Design dec_n_scan_pol_ctrl, sky130hd; sources not shown.
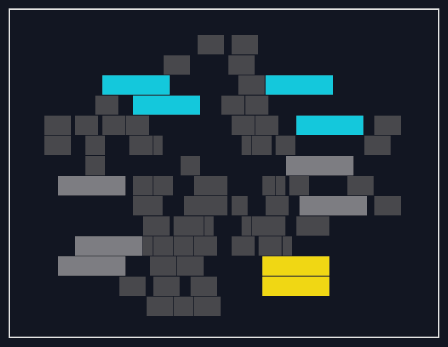
Figure 1: register map, names as in the netlist.
colour	netlist name	flops
yellow	dwell_q	2
cyan	y	4
not coloured	5
FF/Latch Area: 275 µm²
seq pwr: 0.292 mW
flop share of the area: 34.2%

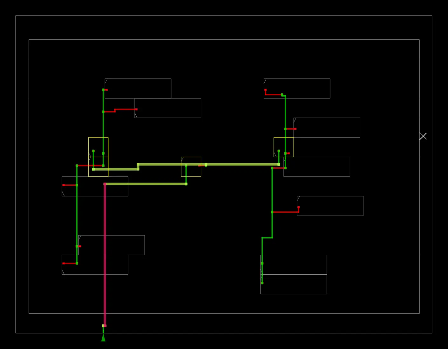
Figure 2: clock nets.
Seq Cell Count: 11
Clock Power: 0.184 mW

==> job_summary.md <==
## Synthesis and layout report

| Metric | Value |
|---|---|
| Distinct lib cells | 22 |
| Dominant Register Cell | dfrtp_1 |
| Detailed placement HPWL | 838 µm |
| OpenROAD warning count | 26 |
| Cell area leaders | dfrtp_1, xnor2_1, ha_1, a22o_1, xor2_1 |
| Drt wl/cell | 10.7 µm |
| Pwr per Cell Area | 800 nW/µm² |
| Top non-seq family | XOR/XNOR gates |
| Global route hottest layer | met2 |
| Syn Inst Count | 46 |
| Yosys cell count | 46 |
| Layout net count | 84 |
| Final Cell Area | 806 µm² |
| Root Buffer | clkbuf_4 |
| Tot GR Track Use | 9.70% |
| Number of H-tree levels | 1 |
| Largest net degree at the start of global routing | 12 |
| Biggest consumer | sequential cells |
| Met2 WL post-DR | 427 µm |
| Worst-path cell with the longest stage delay | dfrtp_1 |
| ClkCell Share | 3.73% |
| Die Span X | 57.9 µm |
| Layout clock buffer count | 4 |
| Number of flip-flops in the largest register | 4 |
| Routed WL | 994 µm |
| Final setup violation count | 0 |
| WP data required | 1.86 ns |
| WHS | 0.241 ns |
| Combinational Power Share | 26.1% |
| Mean Syn Cell Area | 12.3 µm² |
| Routability Congestion | 0.829 |
| R2r worst-path depth | 5 |
| Status | finished, violations left |
| CTS tree | yes |
| Post-CTS setup buffers | 0 |
| Initial DRC Count | 7 |
| CP peak stage delay | 0.39 ns |
| Crit end category | flip-flop |
| Comb area share | 33.1% |
| Relative slew slack | 66.9% |
| Most instantiated logic cell after routing | clkdlybuf4s50_1 |
| Combinational gate power | 0.169 mW |
| Most numerous cell in the Yosys netlist | dfrtp_1 |
| Filler cell count | 217 |
| Logic area | 267 µm² |
| Worst Setup Start Kind | flip-flop |
| Multi-In Gates | 31 |
| Dominant kind of cell | sequential cells |
| Clk ins delay skew pair | 0.26 ns |
| MaxCap Viol Count | 0 |
| Row count | 14 |
| Post-synth top area cell | dfrtp_1 |
| Skew final | 0.00198 ns |
| Port bufs | 17 |
| Setup WS post-layout | 0.0875 ns |
| Fin. Hold Viols | 0 |
| Synth Area in Compound Gates | 11.8% |
| Synth Area in Simple Gates | 11.1% |
| Post_cts resized | 0 |
| Io pins | 18 |
| Sw frac | 25.2% |
| RSZ-0062 raised after global routing | false |
| Failing checks | DRC |
| CP top delay family | flip-flops |
| Post-DP Area | 776 µm² |
| Synth warn | 0 |
| Most common logic cells in the final layout | clkdlybuf4s50_1, dfrtp_1, xnor2_1 |
| Post-CTS Hold Buffers | 0 |
| Grt met1 use | 12.1% |
| Routed wl met3 | 71 µm |
| Sequential Power Share | 45.4% |
| LEAKAGE | 0.370 nW |
| Chip area in the Yosys report | 564 µm² |
| Setup WS pre-CTS | 0.0893 ns |
| Non-clk bufs | 20 |
| Drc violations | 2 |
No activity file was given, so power comes from the tool's default toggle rates.
